Figure 1. Routing congestion (run 1).
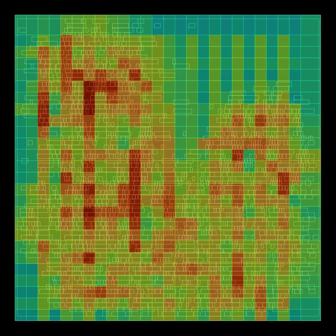
Figure 2. Logic cells by family (run 1).
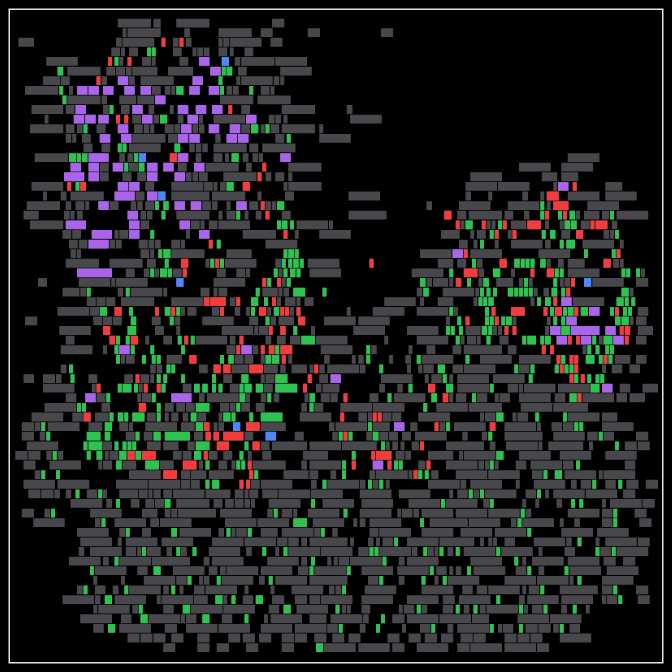
Figure 3. Placed cells, one color a class (run 1).
Bar = 50 um.
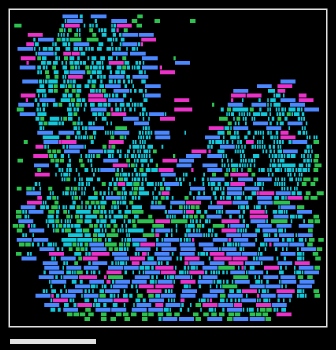
Figure 4. Sequential cells grouped by signal name (run 1).
Bar = 50 um. Other sequential cells in the stronger gray, the rest of the logic in the fainter gray.
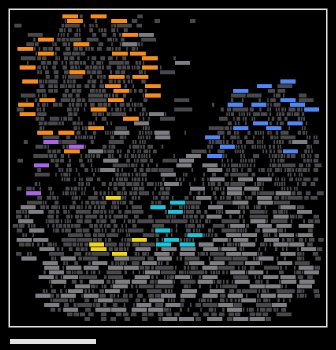
**src/rtl/mii_udp_rx.sv**
```systemverilog
// mii_udp_rx: MII (4-bit) receive path that terminates one UDP port.
// Strips preamble/SFD, assembles bytes from low/high nibbles, filters the
// Ethernet, IPv4 and UDP headers against the local MAC/IP/port, streams the
// UDP payload out, and at end of frame pulses rx_done with a frame-good
// verdict (CRC residue, no rx_er, byte-aligned end, payload complete).
//
// Ports:
//   mii_rx_clk     PHY receive clock, all logic on its rising edge
//   rst_n          asynchronous active-low reset
//   mii_rx_dv      receive data valid
//   mii_rx_er      receive error
//   mii_rx_da      receive nibble, low nibble of each byte first
//   payload_data   UDP payload byte
//   payload_valid  one-cycle strobe for payload_data
//   payload_sop    first payload byte (with payload_valid)
//   payload_eop    last payload byte (with payload_valid)
//   rx_src_ip      source IP of the current/last accepted frame
//   rx_src_port    source UDP port of the current/last accepted frame
//   rx_len         payload byte count (UDP length - 8)
//   rx_done        one-cycle end-of-frame pulse for accepted frames
//   rx_crc_ok      frame good, valid while rx_done=1
module mii_udp_rx #(
  parameter logic [47:0] LOCAL_MAC  = 48'h00_0a_35_01_fe_c0,
  parameter logic [31:0] LOCAL_IP   = 32'hc0_a8_00_02,
  parameter logic [15:0] LOCAL_PORT = 16'd5000
) (
  input  logic        mii_rx_clk,
  input  logic        rst_n,
  input  logic        mii_rx_dv,
  input  logic        mii_rx_er,
  input  logic [3:0]  mii_rx_da,
  output logic [7:0]  payload_data,
  output logic        payload_valid,
  output logic        payload_sop,
  output logic        payload_eop,
  output logic [31:0] rx_src_ip,
  output logic [15:0] rx_src_port,
  output logic [15:0] rx_len,
  output logic        rx_done,
  output logic        rx_crc_ok
);

  localparam logic [31:0] CRC_RESIDUE = 32'hDEBB20E3;

  typedef enum logic [2:0] {
    S_IDLE, S_PREAMBLE, S_ETH, S_IP, S_UDP, S_PAYLOAD, S_TAIL, S_DROP
  } state_t;

  state_t      state;
  logic        armed;      // a dv=0 has been seen since reset; safe to sync
  logic        phase;      // 0: expecting low nibble, 1: expecting high nibble
  logic [3:0]  lo_nib;
  logic [4:0]  cnt;        // byte index within the current header
  logic [15:0] pay_cnt;
  logic        ucast_ok;
  logic        bcast_ok;
  logic [31:0] src_ip_tmp;
  logic [15:0] src_port_tmp;
  logic [7:0]  len_hi;
  logic [15:0] len_tmp;
  logic [31:0] crc;
  logic        err;

  logic [7:0]  byte_w;
  logic        byte_done;
  logic        in_frame;
  logic        ucast_now;
  logic        bcast_now;
  logic        hdr_bad;

  function automatic logic [31:0] crc_byte(input logic [31:0] c, input logic [7:0] d);
    logic [31:0] r;
    r = c ^ {24'd0, d};
    for (int i = 0; i < 8; i++)
      r = r[0] ? ((r >> 1) ^ 32'hEDB88320) : (r >> 1);
    return r;
  endfunction

  function automatic logic [7:0] mac_byte(input logic [2:0] i);
    case (i)
      3'd0:    return LOCAL_MAC[47:40];
      3'd1:    return LOCAL_MAC[39:32];
      3'd2:    return LOCAL_MAC[31:24];
      3'd3:    return LOCAL_MAC[23:16];
      3'd4:    return LOCAL_MAC[15:8];
      3'd5:    return LOCAL_MAC[7:0];
      default: return 8'h00;
    endcase
  endfunction

  function automatic logic [7:0] ip_byte(input logic [1:0] i);
    case (i)
      2'd0:    return LOCAL_IP[31:24];
      2'd1:    return LOCAL_IP[23:16];
      2'd2:    return LOCAL_IP[15:8];
      default: return LOCAL_IP[7:0];
    endcase
  endfunction

  assign byte_w    = {mii_rx_da, lo_nib};
  assign byte_done = mii_rx_dv && phase;
  assign in_frame  = (state == S_ETH) || (state == S_IP) || (state == S_UDP) ||
                     (state == S_PAYLOAD) || (state == S_TAIL);
  assign ucast_now = ucast_ok && (byte_w == mac_byte(cnt[2:0]));
  assign bcast_now = bcast_ok && (byte_w == 8'hFF);

  // Header field check for the byte completing this cycle.
  always_comb begin
    hdr_bad = 1'b0;
    case (state)
      S_ETH: begin
        case (cnt)
          5'd5:    hdr_bad = !(ucast_now || bcast_now);
          5'd12:   hdr_bad = (byte_w != 8'h08);
          5'd13:   hdr_bad = (byte_w != 8'h00);
          default: hdr_bad = 1'b0;
        endcase
      end
      S_IP: begin
        case (cnt)
          5'd0:                       hdr_bad = (byte_w != 8'h45);
          5'd9:                       hdr_bad = (byte_w != 8'h11);
          5'd16, 5'd17, 5'd18, 5'd19: hdr_bad = (byte_w != ip_byte(cnt[1:0]));
          default:                    hdr_bad = 1'b0;
        endcase
      end
      S_UDP: begin
        case (cnt)
          5'd2:    hdr_bad = (byte_w != LOCAL_PORT[15:8]);
          5'd3:    hdr_bad = (byte_w != LOCAL_PORT[7:0]);
          5'd5:    hdr_bad = ({len_hi, byte_w} < 16'd8);
          default: hdr_bad = 1'b0;
        endcase
      end
      default: hdr_bad = 1'b0;
    endcase
  end

  always_ff @(posedge mii_rx_clk or negedge rst_n) begin
    if (!rst_n) begin
      state         <= S_IDLE;
      armed         <= 1'b0;
      phase         <= 1'b0;
      lo_nib        <= 4'd0;
      cnt           <= 5'd0;
      pay_cnt       <= 16'd0;
      ucast_ok      <= 1'b0;
      bcast_ok      <= 1'b0;
      src_ip_tmp    <= 32'd0;
      src_port_tmp  <= 16'd0;
      len_hi        <= 8'd0;
      len_tmp       <= 16'd0;
      crc           <= 32'hFFFFFFFF;
      err           <= 1'b0;
      payload_data  <= 8'd0;
      payload_valid <= 1'b0;
      payload_sop   <= 1'b0;
      payload_eop   <= 1'b0;
      rx_src_ip     <= 32'd0;
      rx_src_port   <= 16'd0;
      rx_len        <= 16'd0;
      rx_done       <= 1'b0;
      rx_crc_ok     <= 1'b0;
    end else begin
      payload_valid <= 1'b0;
      payload_sop   <= 1'b0;
      payload_eop   <= 1'b0;
      rx_done       <= 1'b0;
      rx_crc_ok     <= 1'b0;

      if (!mii_rx_dv) begin
        // End of carrier: report accepted frames, then resync in IDLE.
        phase <= 1'b0;
        armed <= 1'b1;
        case (state)
          S_PAYLOAD: rx_done <= 1'b1;
          S_TAIL: begin
            rx_done   <= 1'b1;
            rx_crc_ok <= (crc == CRC_RESIDUE) && !err && !phase;
          end
          default: ;
        endcase
        state <= S_IDLE;
      end else begin
        phase <= ~phase;
        if (!phase) lo_nib <= mii_rx_da;
        if (in_frame && byte_done) crc <= crc_byte(crc, byte_w);
        if (in_frame && mii_rx_er) err <= 1'b1;

        case (state)
          S_IDLE: begin
            // Entering PREAMBLE only on a 5 guarantees the SFD follows at least one 5.
            if (armed && mii_rx_da == 4'h5) state <= S_PREAMBLE;
            else                            state <= S_DROP;
          end
          S_PREAMBLE: begin
            if (mii_rx_da == 4'hD) begin
              state    <= S_ETH;
              phase    <= 1'b0;
              crc      <= 32'hFFFFFFFF;
              err      <= 1'b0;
              cnt      <= 5'd0;
              ucast_ok <= 1'b1;
              bcast_ok <= 1'b1;
            end else if (mii_rx_da != 4'h5) begin
              state <= S_DROP;
            end
          end
          S_ETH: begin
            if (byte_done) begin
              ucast_ok <= ucast_now;
              bcast_ok <= bcast_now;
              if (hdr_bad)              state <= S_DROP;
              else if (cnt == 5'd13) begin
                state <= S_IP;
                cnt   <= 5'd0;
              end else                  cnt <= cnt + 5'd1;
            end
          end
          S_IP: begin
            if (byte_done) begin
              if (cnt >= 5'd12 && cnt <= 5'd15) src_ip_tmp <= {src_ip_tmp[23:0], byte_w};
              if (hdr_bad)              state <= S_DROP;
              else if (cnt == 5'd19) begin
                state <= S_UDP;
                cnt   <= 5'd0;
              end else                  cnt <= cnt + 5'd1;
            end
          end
          S_UDP: begin
            if (byte_done) begin
              case (cnt)
                5'd0:    src_port_tmp[15:8] <= byte_w;
                5'd1:    src_port_tmp[7:0]  <= byte_w;
                5'd4:    len_hi             <= byte_w;
                5'd5:    len_tmp            <= {len_hi, byte_w} - 16'd8;
                default: ;
              endcase
              if (hdr_bad) state <= S_DROP;
              else if (cnt == 5'd7) begin
                // Header accepted: publish sender info before any payload strobe.
                rx_src_ip   <= src_ip_tmp;
                rx_src_port <= src_port_tmp;
                rx_len      <= len_tmp;
                pay_cnt     <= 16'd0;
                cnt         <= 5'd0;
                state       <= (len_tmp == 16'd0) ? S_TAIL : S_PAYLOAD;
              end else cnt <= cnt + 5'd1;
            end
          end
          S_PAYLOAD: begin
            if (byte_done) begin
              payload_data  <= byte_w;
              payload_valid <= 1'b1;
              payload_sop   <= (pay_cnt == 16'd0);
              payload_eop   <= (pay_cnt == rx_len - 16'd1);
              pay_cnt       <= pay_cnt + 16'd1;
              if (pay_cnt == rx_len - 16'd1) state <= S_TAIL;
            end
          end
          default: ;  // TAIL and DROP hold until dv falls
        endcase
      end
    end
  end

endmodule

```
**config.mk**
```make
export PLATFORM = sky130hd
export DESIGN_NAME = mii_udp_rx
export DESIGN_NICKNAME = d
export VERILOG_FILES = /design/src/rtl/mii_udp_rx.sv
export SDC_FILE = /design/constraint.sdc
export NUM_CORES = 1
export LEC_CHECK = 0
export ABC_AREA = 1
export CORE_UTILIZATION = 35
export CTS_CLUSTER_DIAMETER = 30
export DETAILED_ROUTE_END_ITERATION = 10
export PLACE_DENSITY = 0.57
export RECOVER_POWER = 50
export SLEW_MARGIN = 20
export SYNTH_ARGS = -nofsm -noshare
export SYNTH_HDL_FRONTEND = slang
export SYNTH_SLANG_ARGS = --single-unit
```
**constraint.sdc**
```tcl
create_clock -name mii_rx_clk -period 2.45 [get_ports mii_rx_clk]
set_input_delay 0.735 -clock mii_rx_clk [delete_from_list [all_inputs] [get_ports mii_rx_clk]]
set_output_delay 0.735 -clock mii_rx_clk [all_outputs]
set_load 0.02 [all_outputs]
```
==> summary.txt, run 1 <==
Status of the implementation.

- The flow ran to the end, but the final reports show violations.
- The final reports fail on capacitance limit, slew limit, setup timing.
- The vertical extent of the die is 185 um, for reference.
- The startpoint identified for the worst hold timing path is rx_src_ip[24].
- Clock tree synthesis inserted a total of 59 buffers.
- The end-of-flow timing check tallies setup violations at 41.
- The number of maximum-capacitance violations recorded for the run is 1.
- The number of nets at floorplan is 1,442, for reference.
- With fillers left out, the area of the finished cells amounts to 16,800 um^2.
- The number of antenna violations at the first check in global routing is 0, for reference.
- The final non-filler cell total is 2,168, for reference.
- The synthesis stat section lists a flop and latch total of 214.
- TritonCTS built the clock tree.
- The remaining number of nets flagged by the antenna check after routing is 0, for reference.
- For this run, design rule violations remaining after detail routing come to 0.
- On the worst setup and hold paths after CTS, the clock-pin slew comes to 0.04 ns.
- After floorplanning, the core was sized to cover 32,700 um^2.
- The tally of buffers added on design ports is 84, for reference.
- The number of buffers between clock root and the deepest sink is 3, for reference.
- The capturing instance or port of the critical path is rx_src_ip[12], for reference.
- Counting pins that exceed their max-slew limit in the final report gives 36.
- Counting the warning lines in the Yosys log gives 0.
- The ratio of final minimum period to clock period is 104%, for reference.
- Setup slack on the worst reg-to-reg path comes out at -0.09 ns.
- The global routing's busiest layer is met2, for reference.
- Yosys stat counts 1,418 cells in the synthesized netlist.
- The final hold violation count is 0, for reference.
- Of all nets on the critical path, the largest fanout is 9.
- The number of sinks driven by the clock tree is 214, for reference.
- In this run the critical path is formed by buf_12 > ha_4 > nor2_4 > nand2_4 > buf_4 > nand3_1 > nand2_1 > nand2_1 > nand2_1 > inv_1 > nand3_2 > nand2_2 > nand2_2 > nor2_4 > nand3_4 > buf_12 > buf_12 > clkbuf_16 > o21ai_2.
- Summing the sequential cell areas from Yosys gives 46.2% of the chip area.
- The leakage component of the power was reported as 7.86 nW.
- In the placement report, post-DP HPWL is listed as 22.4 mm.
- The residual overflow from global routing is 0, for reference.
- The final timing report derives a shortest allowable period of 2.54 ns.
- Summing over the stages, the warning tally comes to 37.
- The cell area that synthesis handed to floorplanning was 11,700 um^2.
- The average instance in the mapped netlist occupies 8.23 um^2.
- For this run, global-route usage on met3 was measured as 3.20%.
- The source-to-sink clock delay at the later pin of the worst-skew pair is 0.58 ns, for reference.
- The first global-routing pass estimated 53.1 mm of wire.
- The met1 capacity usage during global routing is 26.7%, for reference.
- The startpoint class of the critical path is a flop, for reference.
- The total power is 19.5 mW, for reference.
- The worst-case hold path end point is rx_src_ip[24], for reference.
- The detailed router finished its first iteration with 568 violations.
- The post-route worst setup slack is -0.0910 ns, for reference.
- After routing, the total negative slack on setup checks comes to -1.40 ns.
- The largest registers in the layout are crc: 32 flops, rx_src_ip: 32 flops, src_ip_tmp: 32 flops.
- The flow reports an fmax of 394 MHz.
- The proportion of layout cells with a drive suffix above 1 is 26.9%, for reference.
- The worst clock skew is 0.0440 ns, for reference.
- The library cell used as clock root buffer is sky130_fd_sc_hd__clkbuf_16, for reference.
- In this run the VDD rail shows a maximum IR drop of 0.618 mV.
- The launch instance of the worst register-to-register path is cnt[0], for reference.
- The critical path capture point type is a flop, for reference.
- The final hold slack is 0.475 ns, for reference.
- The actual slew at the worst max-slew pin is 1.87 ns, for reference.
- Among all stages on the critical path, the maximum delay recorded is 0.46 ns.
- The number of distinct library cells after synthesis is 49, for reference.
- In this run, post-CTS hold repair placed 0 buffers.
- Among all stages on the critical path, the largest delay is contributed by sky130_fd_sc_hd__dfrtp_2.
- The synthesized instance count is 1,418, for reference.
- The area growth from synthesis to final layout is 43.8%, for reference.
- Setup repair after global routing could not meet its margin everywhere.
- The number of levels in the clock H-tree is 2, for reference.
- Per STA, the startpoint of the critical path is cnt[0].
- The horizontal die dimension reported for this design is 185 um.
- The placed standard-cell area is 14,000 um^2, for reference.
- The data required time at the worst endpoint is 2.95 ns, for reference.
- The number of synthesized flops with an enable pin is 0, for reference.
- Pin placement for this block handled 85 I/O pins.
Notes on Figure 1 above:
Routed wire per std cell: 15.1 um
met2 Usage GRT: 31.2%

Notes on Figure 2 above:
- blue: and/or cells (cells 7; most used or2_2)
- purple: xor and xnor cells (cells 82; most used xor2_1)
- green: nand cells (cells 423; most used nand2_1)
- red: nor cells (cells 146; most used nor2_1)

Notes on Figure 3 above:
- magenta: clock drivers and dummy loads (cells 111; share of their area 13%)
- green: remaining buffers and delay cells (cells 247; share of their area 15%)
- cyan: remaining logic cells (cells 1,154; share of their area 39%)
- blue: sequential cells (cells 214; share of their area 33%)

Notes on Figure 4 above:
- yellow: cnt (sequential cells 5)
- orange: crc (sequential cells 32)
- cyan: len_hi (sequential cells 8)
- blue: pay_cnt (sequential cells 16)
- purple: lo_nib (sequential cells 4; where left middle)
- not colored: 149

==> run 1: synthesized netlist by cell type, types with 7 or more instances <==
master,number,area [um^2]
sky130_fd_sc_hd__nand3_1,52,260
sky130_fd_sc_hd__a21oi_1,54,270
sky130_fd_sc_hd__inv_1,178,668
sky130_fd_sc_hd__nor2_1,112,420
sky130_fd_sc_hd__buf_6,13,146
sky130_fd_sc_hd__ha_1,16,200
sky130_fd_sc_hd__buf_2,8,40.0
sky130_fd_sc_hd__clkbuf_1,22,82.6
sky130_fd_sc_hd__nand2_2,10,62.6
sky130_fd_sc_hd__xor2_1,43,377
sky130_fd_sc_hd__dfrtp_1,182,4550
sky130_fd_sc_hd__a31oi_1,7,43.8
sky130_fd_sc_hd__xnor2_1,32,280
sky130_fd_sc_hd__nand3b_1,8,60.1
sky130_fd_sc_hd__inv_2,10,37.5
sky130_fd_sc_hd__nand2_1,331,1240
sky130_fd_sc_hd__o21ai_0,118,591
sky130_fd_sc_hd__nand4_1,20,125
sky130_fd_sc_hd__nor3_1,16,80.1
sky130_fd_sc_hd__dfstp_2,32,841
sky130_fd_sc_hd__o211ai_1,9,67.6
sky130_fd_sc_hd__a22oi_1,19,143
sky130_fd_sc_hd__nor4_1,9,56.3
sky130_fd_sc_hd__o21ai_1,8,40.0
sky130_fd_sc_hd__o21ai_2,64,561
==> run 1: report_power, final <==
| part | switching, mW | internal (mW) |
|---|---|---|
| clock | 2.26 | 5.76 |
| sequential | 0.656 | 4.39 |
| combinational | 3.57 | 2.82 |
| total | 6.48 | 13.0 |
==> run 1: layout by cell type, fill, tap and decap left out, drive strengths merged, types with 2 or more instances in the layout <==
cell	count
or2	5
nand3b	8
a31oi	7
o211ai	9
a221oi	2
buf	155
a22oi	19
a21oi	54
clkinvlp	4
a211oi	4
nand3	52
o21ai	190
dlymetal6s2s	6
xnor2	37
nor4	10
dfrtp	182
clkbuf	95
inv	190
dlygate4sd2	10
clkinv	11
clkdlybuf4s50	67
o21a	2
xor2	44
nand4	20
nor2	119
nand2	343
dfstp	32
bufinv	9
nor3	17
ha	16
==> run 1: logic make-up (layout without fill, tap and decap cells) <==
kind of cell    count (synthesis)  in the layout  synth area share [%]
fa+ha+maj                      16             16                  1.72
buf+inv                       240            548                  8.87
compound gates                290            290                  15.4
simple gates                  576            576                  21.0
xor+xnor                       82             82                  6.76
flops                         214            214                  46.2
==> run 1: worst max-delay path: cells and delay by family, from the launching register on <==
family | cells | cell delay (ns)
compound gates | 1 | 0.10
fa+ha+maj | 1 | 0.16
buf+inv | 6 | 0.83
flops | 1 | 0.46
simple gates | 11 | 0.89
==> run 1: metal layers <==
| layer | up-vias | routed length [um] |
|---|---|---|
| met5 | - | 0 |
| met4 | 0 | 863 |
| met3 | 66 | 1360 |
| met2 | 236 | 15100 |
| met1 | 4890 | 15500 |
| li1 | 5131 | - |
==> run 1: final cells by class <==
cell class,count,area (um^2)
clock inverter,24,413
multi-input combinational,964,5610
clock buffer,87,1720
fill,3079,15900
timing repair buffer,247,2360
tap,442,553
sequential,214,5400
inverter,190,721
--- run 2 (diff from run 1) ---
--- a/config.mk
+++ b/config.mk
@@ -6,9 +6,11 @@
 export NUM_CORES = 1
 export LEC_CHECK = 0
 export ABC_AREA = 1
+export CORE_ASPECT_RATIO = 0.7
 export CORE_UTILIZATION = 35
 export CTS_CLUSTER_DIAMETER = 30
 export DETAILED_ROUTE_END_ITERATION = 10
+export HOLD_SLACK_MARGIN = 0.05
 export PLACE_DENSITY = 0.57
 export RECOVER_POWER = 50
 export SLEW_MARGIN = 20
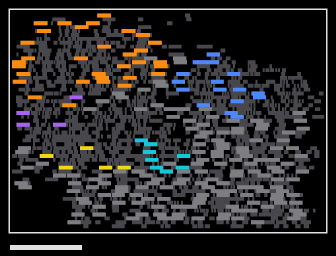
Figure 5: run 2, sequential cells grouped by signal name.
Bar = 50 um. Other sequential cells in the stronger gray, the rest of the logic in the fainter gray.
- yellow: cnt (sequential cells 5)
- blue: pay_cnt (sequential cells 16)
- purple: lo_nib (sequential cells 4; where left middle)
- cyan: len_hi (sequential cells 8)
- orange: crc (sequential cells 32)

==> summary.txt, run 2 <==
Status of the implementation.

- The run finished, with violations left.
- The checks that failed: DRC, capacitance limit, slew limit, setup timing.
- The share of synthesized registers carrying an async set or reset is 100%, for reference.
- The delay contributed by the slowest stage of the critical path is 0.48 ns, for reference.
- The routability-driven placement congestion ratio is 0.878, for reference.
- The number of vias per cell after detailed routing is 4.83, for reference.
- The post-route worst setup slack is -0.0270 ns, for reference.
- The count of buffers added on input and output ports is 84.
- Checking hold timing, the worst path is listed with class flop to flop.
- The die covers 34,100 um^2.
- Across the VDD grid, the largest voltage drop is 0.746 mV.
- The top achievable clock speed is 404 MHz, for reference.
- Per the TritonCTS log, the buffer count is 46.
- In the finished design, the share of the clock period the worst path needs comes to 101%.
- Across all layers, the routed design uses 10,200 vias.
- Setup repair after global routing could not meet its margin everywhere.
- The slowest library cell on the worst path is sky130_fd_sc_hd__dfrtp_2, for reference.
- The leakage power is 7.63 nW, for reference.
- In this run the cell area of the synthesized design comes to 11,700 um^2.
- The number of global-route vias before repair came to 9,752.
- For this design the ratio of total power to cell area is 1090 nW/um^2.
- The post-synthesis register bit count is 214, for reference.
- The final routed DRC violation total is 8, for reference.
- The detailed router reported a total wirelength of 34.2 mm.
- The proportion of layout cells with a drive suffix above 1 is 26.9%, for reference.
- The core region is 32,600 um^2.
- Looking at the worst setup and hold paths, the clock pins of their registers show a slew of 0.05 ns.
- The final tally of setup violations is 20, for reference.
- The data required time at the worst endpoint is 2.90 ns, for reference.
- The number of nets at floorplan is 1,442, for reference.
- The critical path capture point type is a flop, for reference.
- The dominant synthesized flop cell is sky130_fd_sc_hd__dfrtp_1, for reference.
- The number of filler cells placed in the layout is 3,031, for reference.
- The pin count of the biggest net entering global routing is 66, for reference.
- Sequential elements use 46.2% of the synthesized area.
- In this run, synthesis inferred 0 flip-flops with an integrated enable.
- The number of core rows is 55, for reference.
- Max fanout on the critical path was recorded as 8.
- The source-to-sink clock delay at the later pin of the worst-skew pair is 0.56 ns, for reference.
- The first TritonRoute pass finished after 9 iterations.
- TritonCTS built the clock tree.
- The final timing report lists clock skew as 0.0253 ns.
- The startpoint class of the critical path is a flop, for reference.
- The synthesis report lists the Yosys warning total as 0.
- The most frequent standard cell in the layout excluding fill and tap cells is sky130_fd_sc_hd__nand2_1, for reference.
- By area the synthesized netlist is led by sky130_fd_sc_hd__dfrtp_1 (39%), sky130_fd_sc_hd__nand2_1 (11%), sky130_fd_sc_hd__dfstp_2 (7.2%).
- The final hold violation count is 0, for reference.
- The final layout contains 1,681 nets.
- The final critical path time including I/O delays and setup is 2.48 ns, for reference.
- The sequential cell area is 5400 um^2, for reference.
- According to the floorplan report, the die width is 220 um.
- The count of warning messages emitted by the tools is 37, for reference.
- For this design, the CTS-stage hold fixing added 0 buffers.
- The most frequent cell after synthesis is sky130_fd_sc_hd__nand2_1, for reference.
- The global-route wire length before repair is 54.7 mm, for reference.
- In this run the mean area of a mapped cell was 8.23 um^2.
- The number of sinks driven by the clock tree is 214, for reference.
- The residual overflow from global routing is 0, for reference.
- The boundary pin count is 85, for reference.
- The starting DRC count in detailed routing is 892, for reference.
- The detail route stage leaves a number of antenna-violating nets equal to 0.
- Synthesis instantiated 49 different standard cells from the library.
- The placement stage leaves a total instance area of 13,900 um^2.
- Yosys reports a chip area of 11,700 um^2.
- The vertical extent of the die is 155 um, for reference.
- The global-route usage over all layers is 20.5%, for reference.
- The total count of max-transition violations in the final report is 66, for reference.
- The area growth from synthesis to layout is 39.9%.
- The kind of cell adding the most delay to the critical path is simple AND/OR/NAND/NOR gates, for reference.
- The total non-filler cell area in the finished layout is 16,300 um^2, for reference.
- The count of max-cap constraint violations is 1, for reference.
- The top cell type by area accounts for 39.0% of the synthesized area.
- The type of the worst setup path is flop to flop, for reference.
- Before placement the cells fill 35.8% of the core.
- After synthesis, the most frequently instantiated cells are sky130_fd_sc_hd__nand2_1 (331), sky130_fd_sc_hd__dfrtp_1 (182), sky130_fd_sc_hd__inv_1 (178), sky130_fd_sc_hd__o21ai_0 (118), sky130_fd_sc_hd__nor2_1 (112).
- The H-tree was split into 2 levels.
- For this run the detailed placement stage logged an HPWL of 24.0 mm.
- The tree is rooted in a sky130_fd_sc_hd__clkbuf_16.
- 0 antenna diodes ended up in the layout.
- Together, buffers and inverters on the worst path number 5.
- In the final layout, the registers with the most flip-flops are crc: 32 flops, rx_src_ip: 32 flops, src_ip_tmp: 32 flops.
- The cell repeated most along the worst path is sky130_fd_sc_hd__nand2_2, for reference.
- The arrival time at the worst endpoint is 2.93 ns, for reference.
- Looking at the max-slew report, the worst-margin pin has a slew of 1.66 ns.
- Per the Yosys statistics, synthesis produced 1,418 cells.
- The completed layout was analyzed and its total power is 17.7 mW.
- The number of antenna violations at the first check in global routing came to 0.
- After detailed routing, the average wire length per cell comes to 16.2 um.
- The post-place setup slack is -0.627 ns, for reference.
- Per the layout area report, the combinational gate area comes to 5750 um^2.
- The worst max-slew margin expressed relative to the limit is -10.5%, for reference.
- The post-synthesis cell type with the largest combined area is sky130_fd_sc_hd__dfrtp_1, for reference.
- Walking the worst path, the cells encountered are inv_4 > ha_4 > buf_6 > nand4_1 > o21ai_1 > inv_1 > nor2_1 > nand3_1 > nand2_2 > nand2_2 > nor2_4 > nand3_4 > buf_12 > clkbuf_16 > nand2_2 > o21ai_2.
- The synthesized netlist handed to floorplanning was reported with a cell count of 1,418.
- The longest clock path from root to sink contains 3 buffers.
- Ranking logic cells in the layout by count gives the top entries sky130_fd_sc_hd__nand2_1 (277), sky130_fd_sc_hd__dfrtp_1 (180), sky130_fd_sc_hd__inv_1 (174), sky130_fd_sc_hd__buf_4 (128), sky130_fd_sc_hd__o21ai_0 (115).
==> run 2: through the flow <==
| stage | hold slack, ns | util [%] | cells | TNS [ns] |
|---|---|---|---|---|
| 3_5_place_dp | 0.458 | 42.7 | 2015 | -56.26 |
| 2_1_floorplan | 0.439 | - | 1418 | 0 |
| 5_1_grt | 0.487 | 50.1 | 2119 | -8.54 |
| 3_3_place_gp | 0.457 | 42.7 | 2015 | -53.89 |
| 6_report | 0.463 | 50.1 | 2119 | -0.253 |
| 4_1_cts | 0.144 | 49.1 | 2116 | -0.402 |
==> run 2: per-layer routing <==
layer	wire (um)	share of wire (%)	vias up	global-route usage, %
met1	17700	52	4817	33.0
met2	13800	40	299	27.9
met3	2270	6.6	43	3.50
met4	453	1.3	0	4.30
met5	0	0	-	0
li1	-	-	5081	-
==> run 2: timing repair <==
action / 4_1_cts / 5_1_grt
gates resized: 66 / 100
setup buffers: 13 / 2
pin swaps: 11 / 13
setup endpoints to repair: 78 / 94
gates cloned: 7 / 2
==> run 2: where the power goes <==
| part | leakage (nW) | switching, mW | internal (mW) |
|---|---|---|---|
| registers | 2.77 | 0.691 | 4.39 |
| clock network | 0.775 | 2.08 | 4.24 |
| logic | 4.08 | 3.58 | 2.74 |
==> run 2: cells by family after synthesis <==
kind of cell | after synthesis | share of synthesized area (%)
buffers and inverters | 240 | 8.87
DFF | 214 | 46.2
adders and majority gates | 16 | 1.72
and+or+nand+nor | 576 | 21.0
xor gates and xnor gates | 82 | 6.76
AOI/OAI and AO/OA | 290 | 15.4
==> run 2: final cells by class <==
type	count	area share, %
Inverter	190	4.47
Timing Repair Buffer	241	14.1
Sequential cell	214	33.1
Multi-Input combinational cell	964	35.2
Clock buffer	63	7.93
Tap cell	427	3.27
Clock inverter	20	1.92
==> run 2: final timing paths <==
check,start,end,slack (ns),cells after the start
min in group asynchronous,rst_n,rx_src_ip[27],0.61,1
worst max-delay path,cnt[1],rx_src_ip[26],-0.03,16
worst min register to register,armed,armed,0.46,1
worst max register to register,cnt[1],rx_src_ip[26],-0.03,16
worst min-delay path,armed,armed,0.46,1
max in group asynchronous,rst_n,cnt[1],0.35,2
Power is estimated from default activity; no workload was simulated.
